==> src/rtl/clk_div_monitor.sv <==
// rtl/clk_div_monitor.sv - edge strobes and period/lock monitor for a divided clock
module clk_div_monitor #(
  parameter int N        = 4,
  parameter int CNT_W    = 8,
  parameter int LOCK_CNT = 3,
  parameter int TOL      = 0
) (
  input  logic             clk,
  input  logic             rstn,
  input  logic             clk_div_in,
  input  logic             enable,
  output logic             rise_pulse,
  output logic             fall_pulse,
  output logic [CNT_W-1:0] period_cnt,
  output logic [CNT_W-1:0] high_cnt,
  output logic             locked,
  output logic             err
);

  localparam int GOOD_W = (LOCK_CNT > 1) ? $clog2(LOCK_CNT) : 1;
  localparam logic [CNT_W-1:0]  CNT_MAX   = '1;
  localparam logic [CNT_W-1:0]  N_C       = CNT_W'(N);
  localparam logic [CNT_W-1:0]  TWO_N     = CNT_W'(2 * N);
  localparam logic [CNT_W-1:0]  TOL_C     = CNT_W'(TOL);
  localparam logic [GOOD_W-1:0] GOOD_LAST = GOOD_W'(LOCK_CNT - 1);

  typedef enum logic [2:0] {S_IDLE, S_ACQ, S_TRACK, S_LOCKED, S_ERR} state_t;

  state_t             state_q;
  logic               d1_q;
  logic               rise_pulse_q, fall_pulse_q;
  logic [CNT_W-1:0]   cnt_q, cnt_d;
  logic [CNT_W-1:0]   hcnt_q, hcnt_d;
  logic [CNT_W-1:0]   period_q, high_q;
  logic [GOOD_W-1:0]  good_q;
  logic               locked_q, err_q;

  logic               rise, fall, measuring, period_good, timeout;
  logic [CNT_W-1:0]   dev;

  always_comb begin
    rise        = clk_div_in & ~d1_q;
    fall        = ~clk_div_in & d1_q;
    measuring   = (state_q == S_TRACK) || (state_q == S_LOCKED) || (state_q == S_ERR);
    dev         = (cnt_q >= N_C) ? (cnt_q - N_C) : (N_C - cnt_q);
    period_good = (dev <= TOL_C);
    // A rise in the same cycle as the limit is a valid (long) period, not a stall.
    timeout     = (cnt_q >= TWO_N) && !rise;
    cnt_d       = cnt_q;
    hcnt_d      = hcnt_q;
    if (rise) begin
      cnt_d  = CNT_W'(1);
      hcnt_d = CNT_W'(1);
    end else begin
      if (cnt_q != CNT_MAX) cnt_d = cnt_q + CNT_W'(1);
      if (clk_div_in && (hcnt_q != CNT_MAX)) hcnt_d = hcnt_q + CNT_W'(1);
    end
  end

  always_ff @(posedge clk or negedge rstn) begin
    if (!rstn) begin
      state_q      <= S_IDLE;
      d1_q         <= 1'b0;
      rise_pulse_q <= 1'b0;
      fall_pulse_q <= 1'b0;
      cnt_q        <= '0;
      hcnt_q       <= '0;
      period_q     <= '0;
      high_q       <= '0;
      good_q       <= '0;
      locked_q     <= 1'b0;
      err_q        <= 1'b0;
    end else begin
      d1_q         <= clk_div_in;
      rise_pulse_q <= (state_q != S_IDLE) && rise;
      fall_pulse_q <= (state_q != S_IDLE) && fall;
      cnt_q        <= (state_q == S_IDLE) ? '0 : cnt_d;
      hcnt_q       <= (state_q == S_IDLE) ? '0 : hcnt_d;
      if (measuring && rise) period_q <= cnt_q;
      if (measuring && fall) high_q <= hcnt_q;

      if (!enable) begin
        state_q  <= S_IDLE;
        good_q   <= '0;
        locked_q <= 1'b0;
        err_q    <= 1'b0;
      end else begin
        case (state_q)
          S_IDLE: begin
            good_q  <= '0;
            state_q <= S_ACQ;
          end
          S_ACQ: begin
            if (rise) state_q <= S_TRACK;
          end
          S_TRACK: begin
            if (rise) begin
              if (!period_good) begin
                good_q <= '0;
              end else if (good_q == GOOD_LAST) begin
                good_q   <= '0;
                state_q  <= S_LOCKED;
                locked_q <= 1'b1;
              end else begin
                good_q <= good_q + GOOD_W'(1);
              end
            end else if (timeout) begin
              state_q <= S_ERR;
              err_q   <= 1'b1;
            end
          end
          S_LOCKED: begin
            if ((rise && !period_good) || timeout) begin
              state_q  <= S_ERR;
              locked_q <= 1'b0;
              err_q    <= 1'b1;
            end
          end
          S_ERR: begin
            state_q <= S_ERR;
          end
          default: begin
            state_q  <= S_IDLE;
            locked_q <= 1'b0;
            err_q    <= 1'b0;
          end
        endcase
      end
    end
  end

  assign rise_pulse = rise_pulse_q;
  assign fall_pulse = fall_pulse_q;
  assign period_cnt = period_q;
  assign high_cnt   = high_q;
  assign locked     = locked_q;
  assign err        = err_q;

endmodule

==> config.mk <==
export PLATFORM = sky130hd
export DESIGN_NAME = clk_div_monitor
export DESIGN_NICKNAME = d
export VERILOG_FILES = /design/src/rtl/clk_div_monitor.sv
export SDC_FILE = /design/constraint.sdc
export NUM_CORES = 1
export LEC_CHECK = 0
export CAP_MARGIN = 20
export CORE_MARGIN = 4
export CORE_UTILIZATION = 45
export CTS_BUF_LIST = sky130_fd_sc_hd__clkbuf_4 sky130_fd_sc_hd__clkbuf_8
export DETAILED_ROUTE_END_ITERATION = 12
export PLACE_DENSITY = 0.77
export SETUP_SLACK_MARGIN = 0.1
export SYNTH_ARGS = -nofsm -noshare
export SYNTH_HDL_FRONTEND = slang
export SYNTH_SLANG_ARGS = --single-unit
==> constraint.sdc <==
create_clock -name clk -period 2.9 [get_ports clk]
set_clock_uncertainty 0.05 [all_clocks]
set_input_delay 0.58 -clock clk [delete_from_list [all_inputs] [get_ports clk]]
set_output_delay 0.58 -clock clk [all_outputs]
set_load 0.01 [all_outputs]
Figure 1. Metal 1 (run 1).
Scale bar: 20 µm.
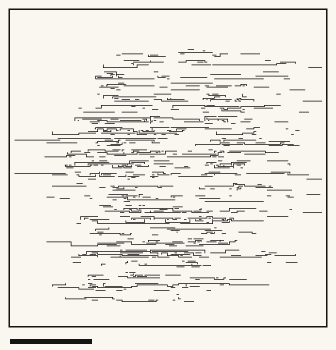
The layer holds 47% of the routed length. 213 nets have wire on it. The wires run mostly horizontal.
met1 Use GR: 18.9%
final wirelength: 4060 µm
via count: 1586

Figure 2. Metal 2 (run 1).
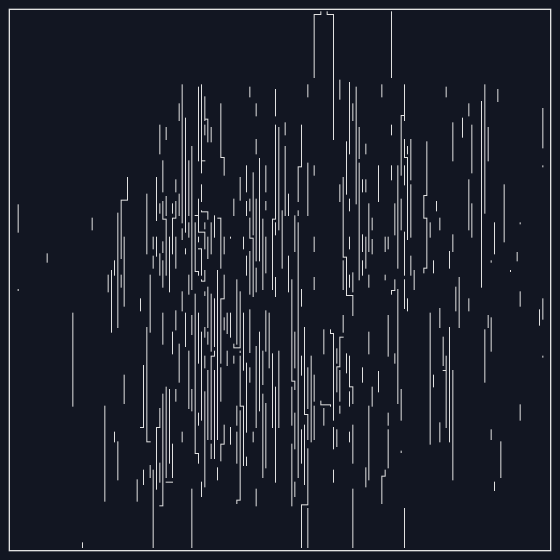
The layer holds 47% of the routed length. The wires run mostly vertical.
grt met2 use: 23.3%

==> run summary, run 1 <==
Top FF cell, synth: dfrtp_1
Via density: 5.47
Post-synth EDFFs: 0
RR Startpoint: cnt_q[3]
sw frac: 26.8%
# fillers: 411
Slew headroom: 39.7%
overall global routing resource usage: 14.9%
synthesis area per yosys: 2150 µm²
clk buf depth: 2
RR Endpoint: state_q[0]
Final Hold Violation Tally: 0
Worst Setup EP: state_q[0]
Synth Instances: 212
Critical path origin: cnt_q[3]
Slew Viols, Final: 0
Fmax: 370 MHz
die width: 77.2 µm
CTS tree: done
Late-Pin Clk Latency: 290 ps
class of the worst hold path: input pin to asynchronous set/reset pin
FF-to-FF path depth: 8
outcome: complete, no violations
synth-to-layout area growth: 17.6%
Root Driver: clkbuf_8
tool warnings: 31
WL per Instance: 14.0 µm
placement row count: 24
peak supply drop: 0.214 mV
first-pass GRT wire length: 7000 µm
cell taking the most area after synthesis: dfrtp_1
Crit-path slowest cell: dfrtp_2
top cells by count: dfrtp_1, nand2_1, nor2_1, mux2_2
CP Capture Type: register
final setup fails: 0
H-tree depth: 2
most common cell in the synthesized netlist: dfrtp_1
power share of the combinational group: 18.0%
post-route worst setup slack: 198 ps
antenna diode count: 0
Figure 3. Signal wires on met3 (run 1).
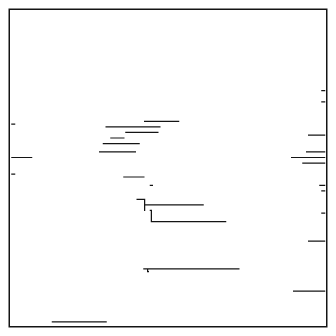
The wires run mostly horizontal. The layer holds 4.3% of the routed length. 22 nets have wire on it. The longest straight run is 23.2 µm. The layer carries 175 µm of wire.
met3 Use GR: 4.10%

## run 1: stage by stage
stage | cells | power (µW) | util [%] | area (µm²)
after detailed placement | 281 | 900 | 53.8 | 2420
after CTS | 288 | 1270 | 55.6 | 2510
after global placement | 281 | 896 | 53.8 | 2420
after global routing | 290 | 1330 | 56.2 | 2530
after floorplan | 212 | 806 | - | 2150
final | 290 | 1260 | 56.2 | 2530
## run 1: power groups by stage
stage               clock network, µW  registers, µW  logic, µW
floorplan                           0            678        128
global placement                    0            676        221
detailed placement                  0            676        224
CTS                               381            665        225
global route                      403            674        253
finish                            365            665        226
## run 1: placed cells by master, fill, tap and decap left out, drive strengths merged, types with 8 or more instances in the layout
cell type       n
clkdlybuf4s50  22
dfrtp          42
ha              8
mux2           14
nand2          24
nand3           8
nor2           22
o21ai          10
## run 1: sequential cells by signal, summed over array words and instances (netlist names)
name	count
state_q	3
high_cnt	8
locked	1
d1_q	1
fall_pulse	1
good_q	2
err	1
rise_pulse	1
period_cnt	8
cnt_q	8
hcnt_q	8
## run 1: cells by family after synthesis
logic type,share of synthesized area [%]
xor+xnor,4.48
mux,8.72
flops,48.8
buf+inv,3.20
compound gates,11.0
fa+ha+maj,4.65
simple gates,19.1
## run 1: layout make-up
class,count,share of cell area (%)
Clock buffer,7,3.31
Inverter,7,1.14
Multi-Input combinational cell,154,41.0
Sequential cell,42,41.6
Tap cell,52,2.57
Timing Repair Buffer,28,10.4
## run 1: worst min path at each step
stage | endpoint | slack [ps] | cells after the start
4_1_cts | cnt_q[1] | 400 | 1
2_1_floorplan | cnt_q[0] | 230 | 0
3_3_place_gp | period_cnt[1] | 420 | 2
6_report | period_cnt[0] | 370 | 1
5_1_grt | cnt_q[1] | 440 | 1
3_5_place_dp | period_cnt[1] | 420 | 2
## run 1: repair_timing
item | in CTS | in global routing
gates resized | 0 | 6
endpoints found under the setup margin | 0 | 1
setup buffers | 0 | 2
hold buffers | 0 | 0
## run 1: per-layer routing
layer | track usage, % | vias up | part of all wire [%]
met2 | 23.3 | 35 | 47
met5 | 0 | - | 0
li1 | - | 788 | -
met4 | 7.12 | 0 | 2.1
met3 | 4.10 | 6 | 4.3
met1 | 18.9 | 757 | 47
==> run 1 -> run 2 <==
Settings changed: CAP_MARGIN 20 to 25.
Figure 4. Congestion heat map (run 2).
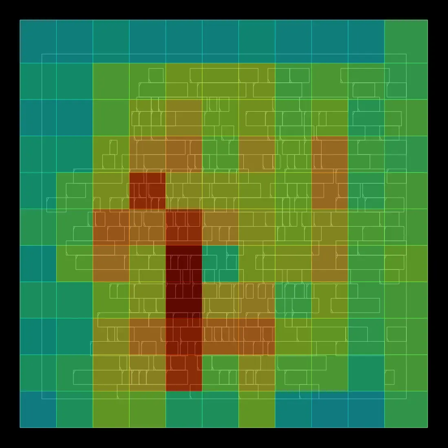
final core occ: 56.2%
layer with the highest usage: met2
overall global routing resource usage: 14.9%

Figure 5. Metal 1 (run 2).
Scale bar: 20 µm.
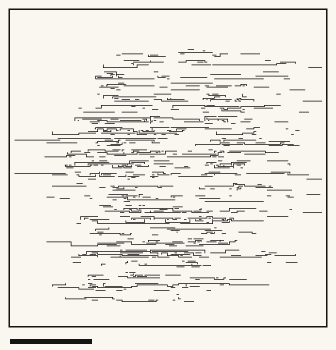

==> run 2 against run 1 <==
Routed wire length unchanged; critical path depth unchanged; sequential share of layout area unchanged; cell count stayed put; first-iteration DRC count stayed put; register-to-register slack hardly changed.
==> run summary, run 2 <==
Via density: 5.47
area fraction in mux cells: 8.72%
Slew Viols, Final: 0
CP Capture Type: register
minimum clock period: 2700 ps
global route overflow: 0
post-route cell area: 2530 µm²
RR Startpoint: cnt_q[3]
yosys aoi share: 11.0%
top cells, area: dfrtp_1, mux2_2, ha_1, nand2_1, nor2_1
most common cell in the synthesized netlist: dfrtp_1
Tcrit/Tclk final: 93.2%
synthesis area per yosys: 2150 µm²
most frequent cells in the layout: dfrtp_1, nand2_1, clkdlybuf4s50_1
class of the worst hold path: input pin to asynchronous set/reset pin
CP startpoint kind: register
H-tree depth: 2
RR Endpoint: state_q[0]
async set or reset register ratio after synthesis: 100%
final setup fails: 0
Seq/Total Area, Yosys: 48.8%
top sig layer: met4
tool warnings: 31
Late-Pin Clk Latency: 290 ps
GP Congestion: 0.914
Synth Cell Area: 2150 µm²
highest-count logic cell in the final layout: dfrtp_1
cell taking the most area after synthesis: dfrtp_1
top cells by count: dfrtp_1, nand2_1, nor2_1, mux2_2
Distinct cells, synth: 40
final wirelength: 4060 µm
Top logic family: simple AND/OR/NAND/NOR gates
Final Hold Violation Tally: 0
outcome: complete, no violations
FF-to-FF path depth: 8
die width: 77.2 µm
cell count in the Yosys report: 212
P_int: 919 µW
xor/xnor share: 4.48%
Reg clk slew, reported paths: 70 ps
DRT Pass-1 Iters: 4
M1 wire length: 1900 µm
clk buf depth: 2
CTS Sinks: 42
placement row count: 24
CTS tree: done
RSZ-0062 raised after global routing: false
DIE HEIGHT: 77.2 µm
vias in the first global route: 1522
Top FF cell, synth: dfrtp_1
Synth Instances: 212
Synth flops: 42
Post-DP Area: 2420 µm²
initial antenna violation count: 0
via count: 1586
Critical Path AT: 2830 ps
synth-to-layout area growth: 17.6%
Root Driver: clkbuf_8
CTS buffer count: 5
first-pass GRT wire length: 7000 µm
Fmax: 370 MHz
met2 routed WL: 1900 µm
WL per Instance: 14.0 µm
Slew headroom: 39.7%
Basic Gates by Area: 19.1%
Post-synth EDFFs: 0
fa+ha+maj area frac: 4.65%
NetSw: 337 µW
sw frac: 26.8%
Critical Path Fanout Max: 7
metal3 WL: 175 µm
power share of the combinational group: 18.0%
leakage: 0.00114 µW
antenna diode count: 0
peak supply drop: 0.214 mV
Figure 6. Metal 2 (run 2).
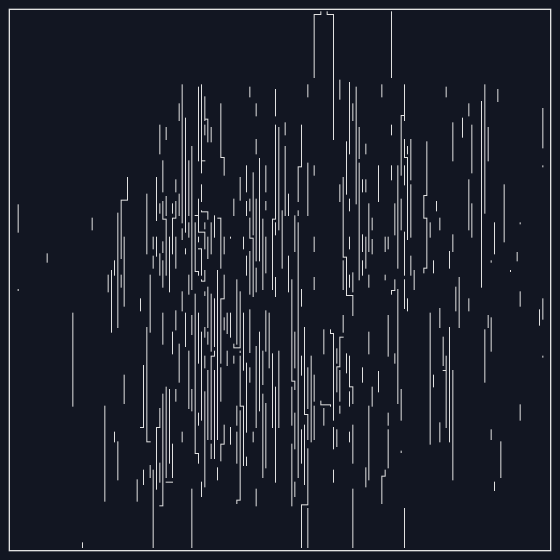
The layer carries 1900 µm of wire. 211 nets have wire on it.

run 2: worst max path at each step:
stage | from | endpoint | depth (start not counted)
floorplan | cnt_q[2] | state_q[0] | 8
global route | cnt_q[3] | state_q[0] | 8
global placement | cnt_q[3] | state_q[0] | 8
finish | cnt_q[3] | state_q[0] | 8
detailed placement | cnt_q[3] | state_q[0] | 8
CTS | cnt_q[3] | state_q[0] | 8
run 2: repair_timing:
item / in CTS / in global routing
setup endpoints to repair: 0 / 1
gates resized: 0 / 6
hold buffers: 0 / 0
endpoints found under the hold margin: 0 / 0
buffers inserted: 0 / 2
run 2: cells by family after synthesis:
group                      Yosys count
and+or+nand+nor                     84
DFF                                 42
AOI/OAI and AO/OA                   34
muxes                               17
buffers and inverters               16
xor gates and xnor gates            11
adders and majority gates            8
run 2: power groups by stage:
stage          Sequential [µW]  Combinational [µW]  Clock, µW
6_report                   665                 226        365
5_1_grt                    674                 253        403
4_1_cts                    665                 225        381
3_5_place_dp               676                 224          0
3_3_place_gp               676                 221          0
2_1_floorplan              678                 128          0
run 2: worst max-delay path: stages (launching register included):
cell	delay, ps
dfrtp_2	460
inv_4	100
ha_2	200
nand2b_1	80
a211oi_1	240
mux2_2	390
a2111oi_4	380
mux2i_2	360
mux2_1	340
run 2: metrics by stage:
stage / utilization (%) / setup slack (ps) / hold WS [ps] / std cells / total power [µW]
3_5_place_dp: 53.8 / 134 / 424 / 281 / 900
4_1_cts: 55.6 / 107 / 402 / 288 / 1270
5_1_grt: 56.2 / 95.5 / 444 / 290 / 1330
6_report: 56.2 / 198 / 373 / 290 / 1260
3_3_place_gp: 53.8 / 252 / 416 / 281 / 896
2_1_floorplan: - / 362 / 234 / 212 / 806
run 2: metal layers:
metal	vias up	track usage (%)
li1	788	-
met1	757	18.9
met2	35	23.3
met3	6	4.10
met4	0	7.12
met5	-	0
run 2: final cells by class:
cell class / count / area [µm²]
fill: 411 / 1970
sequential: 42 / 1050
multi-input combinational: 154 / 1040
timing repair buffer: 28 / 263
clock buffer: 7 / 83.8
tap: 52 / 65.1
inverter: 7 / 28.8
==> run 2 -> run 3 <==
Settings changed: PLACE_DENSITY 0.77 to 0.8.
Clock period 2.9 ns to 2.2 ns, I/O delays scaled along.
Figure 7. Metal 1 (run 3).
Scale bar: 20 µm.
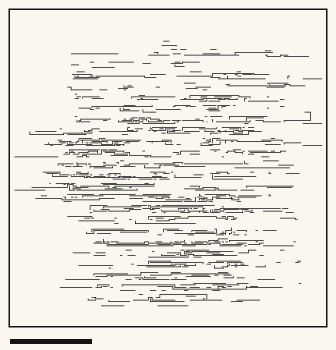
met1 Use GR: 21.9%
via count: 1716
final wirelength: 4640 µm

Figure 8. Signal wires on met3 (run 3).
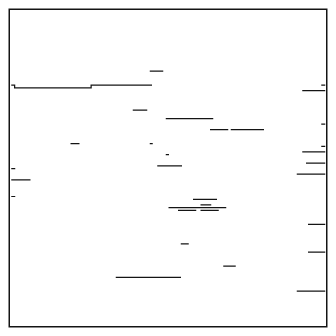
The longest straight run is 18.6 µm. The wires run mostly horizontal. The layer holds 3.6% of the routed length. The layer carries 167 µm of wire.
met3 Use GR: 3.86%

==> run 3 against run 2 <==
Synthesized cell count stayed put; critical path depth is 1 higher; clock power is 44% higher; the run now ends with setup timing left; critical endpoint unchanged; global-route usage is 1.8 points higher; setup slack worse by 380 ps; sequential cell count stayed put.
==> run summary, run 3 <==
CTS tree: done
RR Endpoint: state_q[0]
leakage: 0.00129 µW
minimum clock period: 2380 ps
Synth flops: 42
cell count in the Yosys report: 212
synthesis area per yosys: 2150 µm²
class of the worst hold path: input pin to asynchronous set/reset pin
H-tree depth: 2
cts hold-fix bufs: 0
clk buf depth: 2
CTS Sinks: 42
FF-to-FF path depth: 9
Max stage delay on crit path: 440 ps
highest-count logic cell in the final layout: dfrtp_1
most common cell in the synthesized netlist: dfrtp_1
GP Congestion: 0.803
Critical Path AT: 2510 ps
DRT Pass-1 Iters: 4
top cells, area: dfrtp_1, mux2_2, ha_1, nand2_1, nor2_1
most frequent cells in the layout: dfrtp_1, buf_4, nand2_1, clkdlybuf4s50_1, nor2_1
Critical Path Fanout Max: 2
synth-to-layout area growth: 31.5%
outcome: complete, but fails checks
first-pass GRT wire length: 7960 µm
Slew headroom: 66.7%
die width: 77.2 µm
failing checks: setup timing
Seq/Total Area, Yosys: 48.8%
Fmax: 420 MHz
Top FF cell, synth: dfrtp_1
DIE HEIGHT: 77.2 µm
placement row count: 24
vias in the first global route: 1659
Reg clk slew, reported paths: 80 ps
Synth Cell Area: 2150 µm²
Root Driver: clkbuf_8
critical-path cell list: inv_2 > ha_4 > buf_6 > nand2_4 > nor3_4 > nand3_2 > a2111oi_4 > mux2i_2 > mux2_4
Via density: 5.41
final setup fails: 3
Synth Instances: 212
worst hold slack: 42.0 ps
peak supply drop: 0.345 mV
initial antenna violation count: 0
CP startpoint kind: register
cell taking the most area after synthesis: dfrtp_1
antenna diode count: 0
Distinct cells, synth: 40
post-route worst setup slack: -179 ps
Figure 9. I/O nets highlighted (run 3).
Scale bar: 20 µm.
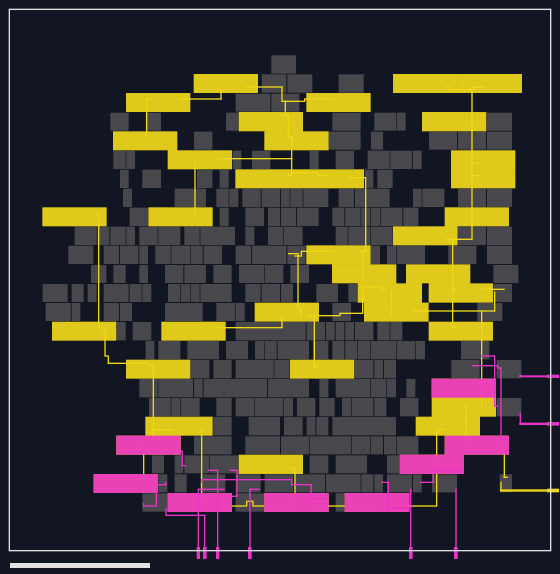
Key: period_cnt = magenta [bits 8, direction output, end cells 8, buffers 8, wire 147 µm]; rstn = yellow [bits 1, direction input, end cells 42, buffers 3, wire 339 µm]
# IOs: 24
IO Port Bufs: 23

-- run 3: cell counts after synthesis --
No cell type changed its count.
-- run 3: how the worst max path moves through the flow --
stage,cells past startpoint,slack [ps],start,to
after floorplan,8,-270,cnt_q[3],state_q[0]
after global placement,7,-120,clk_div_in,state_q[0]
after detailed placement,8,-170,cnt_q[2],state_q[0]
after CTS,9,-90,cnt_q[2],state_q[0]
after global routing,9,-250,cnt_q[1],state_q[0]
final,9,-180,cnt_q[1],state_q[0]
-- run 3: power by group --
| group | internal, µW | total (µW) | switching [µW] | leakage (µW) |
|---|---|---|---|---|
| sequential | 826 | 874 | 48.6 | 0.000574 |
| clock | 252 | 526 | 274 | 0.0000472 |
| combinational | 220 | 419 | 199 | 0.000664 |
-- run 3: per-layer routing --
layer | global-route usage [%] | vias up | share of wire, %
met5 | 0 | - | 0
met4 | 5.69 | 0 | 1.8
met3 | 3.86 | 8 | 3.6
met2 | 26.9 | 42 | 47
met1 | 21.9 | 826 | 47
li1 | - | 840 | -
-- run 3: metrics by stage --
stage | area, µm² | total power (µW) | setup TNS [ps]
2_1_floorplan | 2190 | 1070 | -323
3_3_place_gp | 2660 | 1250 | -199
3_5_place_dp | 2660 | 1260 | -279
4_1_cts | 2780 | 1800 | -104
5_1_grt | 2830 | 1920 | -677
6_report | 2830 | 1820 | -295
-- run 3: area by class of cell --
type | instances | area (µm²)
timing repair buffer | 54 | 465
multi-input combinational | 154 | 1120
fill | 368 | 1680
sequential | 42 | 1050
clock buffer | 6 | 82.6
inverter | 7 | 28.8
clock inverter | 2 | 12.5
tap | 52 | 65.1
-- run 3: logic make-up after synthesis --
family,Yosys count,synth area share [%]
flops,42,48.8
compound gates,34,11.0
xor+xnor,11,4.48
mux,17,8.72
fa+ha+maj,8,4.65
simple gates,84,19.1
buf+inv,16,3.20
-- run 3: repair_timing --
action                     4_1_cts  5_1_grt
pin swaps                        6        3
resized                          5       10
setup endpoints to repair        7        7
buffers inserted                 1        1
Power figures rest on the tool's default switching activity, not on a simulated workload.
